**src/rtl/psk_mod_dac_ctrl.sv**
```systemverilog
// ============================================================================
// Module   : psk_mod_dac_ctrl
// Brief    : PRBS-driven BPSK/QPSK symbol source with optional differential
//            encoding, plus saturating offset-binary DAC formatter (I and Q).
// Revision : 1.0 - initial release
// ============================================================================
`default_nettype none

module psk_mod_dac_ctrl #(
    parameter int SYM_DIV    = 17,
    parameter int PRBS_ORDER = 9,
    parameter int FILT_W     = 16,
    parameter int DAC_W      = 14,
    parameter int SHIFT      = 2,
    parameter int DAC_OFFSET = 8192
) (
    input  logic                     clk,
    input  logic                     rst,
    input  logic                     en,
    input  logic                     mode,
    input  logic                     diff_en,
    output logic                     sym_stb,
    output logic                     bit_out,
    output logic [1:0]               map_i,
    output logic [1:0]               map_q,
    input  logic signed [FILT_W-1:0] filt_i,
    input  logic signed [FILT_W-1:0] filt_q,
    output logic [DAC_W-1:0]         dac_i,
    output logic [DAC_W-1:0]         dac_q,
    output logic                     sat
);

    localparam int c_cnt_w = (SYM_DIV > 2) ? $clog2(SYM_DIV) : 1;
    localparam int c_tap_b = (PRBS_ORDER == 7)  ? 6  :
                             (PRBS_ORDER == 9)  ? 5  :
                             (PRBS_ORDER == 15) ? 14 : 18;
    localparam int c_vw      = FILT_W + 2;
    localparam int c_dac_max = (1 << DAC_W) - 1;
    localparam int c_dac_rst_i = (DAC_OFFSET < 0) ? 0 :
                                 (DAC_OFFSET > c_dac_max) ? c_dac_max : DAC_OFFSET;
    localparam logic [DAC_W-1:0]        c_dac_rst = DAC_W'(c_dac_rst_i);
    localparam logic signed [c_vw-1:0]  c_off_v   = c_vw'(DAC_OFFSET);
    localparam logic signed [c_vw-1:0]  c_max_v   = c_vw'(c_dac_max);
    localparam logic [c_cnt_w-1:0]      c_cnt_end = c_cnt_w'(SYM_DIV - 1);
    localparam logic [1:0]              c_pos     = 2'b01;
    localparam logic [1:0]              c_neg     = 2'b11;

    logic [c_cnt_w-1:0]    r_cnt;
    logic [PRBS_ORDER-1:0] r_lfsr;
    logic                  r_i_prev;
    logic                  r_q_prev;
    logic                  r_sym_stb;
    logic                  r_bit_out;
    logic [1:0]            r_map_i;
    logic [1:0]            r_map_q;
    logic [DAC_W-1:0]      r_dac_i;
    logic [DAC_W-1:0]      r_dac_q;
    logic                  r_sat;

    logic                  w_tick;
    logic [PRBS_ORDER-1:0] w_lfsr1;
    logic [PRBS_ORDER-1:0] w_lfsr2;
    logic                  w_i_bit;
    logic                  w_q_bit;
    logic [DAC_W:0]        w_dac_i;
    logic [DAC_W:0]        w_dac_q;

    // Fibonacci shift-left step: feedback enters at the LSB.
    function automatic logic [PRBS_ORDER-1:0] lfsr_step(input logic [PRBS_ORDER-1:0] s);
        return {s[PRBS_ORDER-2:0], s[PRBS_ORDER-1] ^ s[c_tap_b-1]};
    endfunction

    // Returns {clip, code}: shift, re-bias to mid-scale, then clamp to DAC range.
    function automatic logic [DAC_W:0] dac_code(input logic signed [FILT_W-1:0] f);
        logic signed [FILT_W-1:0] s;
        logic signed [c_vw-1:0]   v;
        s = f >>> SHIFT;
        v = $signed({{2{s[FILT_W-1]}}, s}) + c_off_v;
        if (v[c_vw-1])
            return {1'b1, {DAC_W{1'b0}}};
        else if (v > c_max_v)
            return {1'b1, {DAC_W{1'b1}}};
        else
            return {1'b0, v[DAC_W-1:0]};
    endfunction

    always_comb begin
        w_tick  = en && (r_cnt == c_cnt_end);
        w_lfsr1 = lfsr_step(r_lfsr);
        w_lfsr2 = lfsr_step(w_lfsr1);
        w_i_bit = r_lfsr[PRBS_ORDER-1]  ^ (diff_en & r_i_prev);
        w_q_bit = w_lfsr1[PRBS_ORDER-1] ^ (diff_en & r_q_prev);
        w_dac_i = dac_code(filt_i);
        w_dac_q = dac_code(filt_q);
    end

    always_ff @(posedge clk) begin
        if (rst) begin
            r_cnt     <= '0;
            r_lfsr    <= '1;
            r_i_prev  <= 1'b0;
            r_q_prev  <= 1'b0;
            r_sym_stb <= 1'b0;
            r_bit_out <= 1'b0;
            r_map_i   <= 2'b00;
            r_map_q   <= 2'b00;
        end else begin
            r_sym_stb <= w_tick;
            if (en)
                r_cnt <= w_tick ? '0 : r_cnt + c_cnt_w'(1);
            if (w_tick) begin
                r_lfsr    <= mode ? w_lfsr2 : w_lfsr1;
                r_i_prev  <= w_i_bit;
                r_bit_out <= w_i_bit;
                r_map_i   <= w_i_bit ? c_pos : c_neg;
                // Q history only advances when a Q bit is actually produced.
                if (mode) begin
                    r_q_prev <= w_q_bit;
                    r_map_q  <= w_q_bit ? c_pos : c_neg;
                end else begin
                    r_map_q  <= 2'b00;
                end
            end
        end
    end

    always_ff @(posedge clk) begin
        if (rst) begin
            r_dac_i <= c_dac_rst;
            r_dac_q <= c_dac_rst;
            r_sat   <= 1'b0;
        end else begin
            r_dac_i <= w_dac_i[DAC_W-1:0];
            r_dac_q <= w_dac_q[DAC_W-1:0];
            r_sat   <= r_sat | w_dac_i[DAC_W] | w_dac_q[DAC_W];
        end
    end

    assign sym_stb = r_sym_stb;
    assign bit_out = r_bit_out;
    assign map_i   = r_map_i;
    assign map_q   = r_map_q;
    assign dac_i   = r_dac_i;
    assign dac_q   = r_dac_q;
    assign sat     = r_sat;

endmodule

`default_nettype wire

```
**config.mk**
```make
export PLATFORM = sky130hd
export DESIGN_NAME = psk_mod_dac_ctrl
export DESIGN_NICKNAME = d
export VERILOG_FILES = /design/src/rtl/psk_mod_dac_ctrl.sv
export SDC_FILE = /design/constraint.sdc
export NUM_CORES = 1
export LEC_CHECK = 0
export CAP_MARGIN = 30
export CELL_PAD_IN_SITES_DETAIL_PLACEMENT = 1
export CELL_PAD_IN_SITES_GLOBAL_PLACEMENT = 1
export CORE_MARGIN = 2
export CORE_UTILIZATION = 32
export DETAILED_ROUTE_END_ITERATION = 8
export HOLD_SLACK_MARGIN = 0.08
export PLACE_DENSITY_LB_ADDON = 0.1
export SYNTH_ARGS = -nofsm -noshare
export SYNTH_HDL_FRONTEND = slang
export SYNTH_SLANG_ARGS = --single-unit
```
**constraint.sdc**
```tcl
create_clock -name clk -period 1.6 [get_ports clk]
set_clock_uncertainty 0.05 [all_clocks]
set_input_delay 0.16 -clock clk [delete_from_list [all_inputs] [get_ports clk]]
set_output_delay 0.16 -clock clk [all_outputs]
set_load 0.05 [all_outputs]
```
==> summary.txt <==
First-pass GRT wire length: 7.182 mm
WP data arrival: 1.58 ns
P_seq: 1.30 mW
Top cells by count: 50 x dfxtp_1, 27 x nor2b_1, 8 x mux2i_1, 8 x o21ai_0, 7 x o211ai_1
Post-Place Cell Area: 2492 um^2
CTS sink cnt: 50
Count leader, synth: dfxtp_1
Die Ht: 79.04 um
Port Buf Inserts: 67
Post-synth area hogs: dfxtp_1 56%, nor2b_1 9.4%, mux2i_1 4.4%
Largest net degree at the start of global routing: 28
Syn Std Cell Area: 1802 um^2
Filler-free cell count of the finished design: 311
Sequential cell area share: 38.67%
Num ports: 72
Status: complete, no violations
Final setup violation count: 0
Clock slew at reported path FFs: 0.09 ns
Rows: 27
Worst setup SP type: register
OpenROAD warning count: 31
[worst paths after layout]
check                                            from                     to  slack [ns]  cells after the start
worst min-delay path                       filt_i[15]   dac_i[13]$_SDFF_PP1_        0.29                      2
worst min register to register  map_i[0]$_SDFFE_PP0N_  map_i[0]$_SDFFE_PP0N_        0.42                      1
worst max register to register  r_cnt[1]$_SDFFE_PP0P_  map_i[0]$_SDFFE_PP0N_        0.17                      6
worst max-delay path            r_cnt[1]$_SDFFE_PP0P_  map_i[0]$_SDFFE_PP0N_        0.17                      6
[per-layer routing]
layer	part of all wire, %	GRT usage [%]
met3	9.2	7.159
met5	0	0
met2	50	25.93
met1	39	15.83
met4	1.7	6.207
[state kept, by name, indices dropped and copies added, names as in the netlist]
name,cells
bit_out,1
dac_i,14
dac_q,14
map_i,2
map_q,2
r_cnt,5
r_lfsr,9
r_q_prev,1
sat,1
sym_stb,1
[cells in the final DEF (no fill, tap or decap), drive strengths merged, types with 5 or more instances in the layout]
cell type,n
nor2b,27
clkbuf,7
clkdlybuf4s50,32
dfxtp,50
o21ai,8
o211ai,7
inv,5
mux2i,8
nand2,6
buf,44
[cells by family after synthesis]
family / after synthesis / synth area share [%]
simple gates: 52 / 18.26
buf+inv: 16 / 4.513
xor+xnor: 6 / 2.917
fa+ha+maj: 2 / 1.389
mux: 8 / 4.445
compound gates: 32 / 12.92
flops: 50 / 55.56
[timing repair]
| action | 4_1_cts | 5_1_grt |
|---|---|---|
| setup endpoints to repair | 0 | 2 |
| resized | 0 | 1 |
| hold buffers | 0 | 0 |
[worst register-to-register path, stage by stage (launching register included)]
cell and delay, ns:
dfxtp_1 0.38, inv_1 0.06, ha_1 0.23, nand2b_4 0.19, nor2_1 0.11, buf_4 0.15
o21a_1 0.15
**Signal wires by layer**

Scale: 3 px per um.
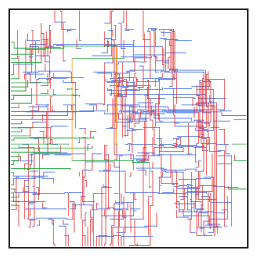
colour	layer	wire length
orange	met4	74.8 um
green	met3	402 um
blue	met1	1,710 um
red	met2	2,170 um
routed wire length: 4.358 mm
Vias: 1,449
gr usage total: 15.10%

**Congestion heat map**

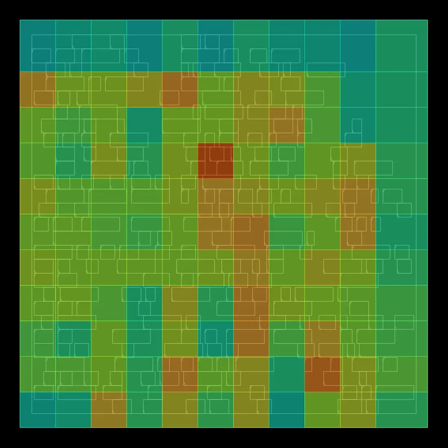
met1 Usage GRT: 15.83%
met2 GRT Util: 25.93%
Most Crowded Layer GR: met2

Power is estimated from default activity; no workload was simulated.
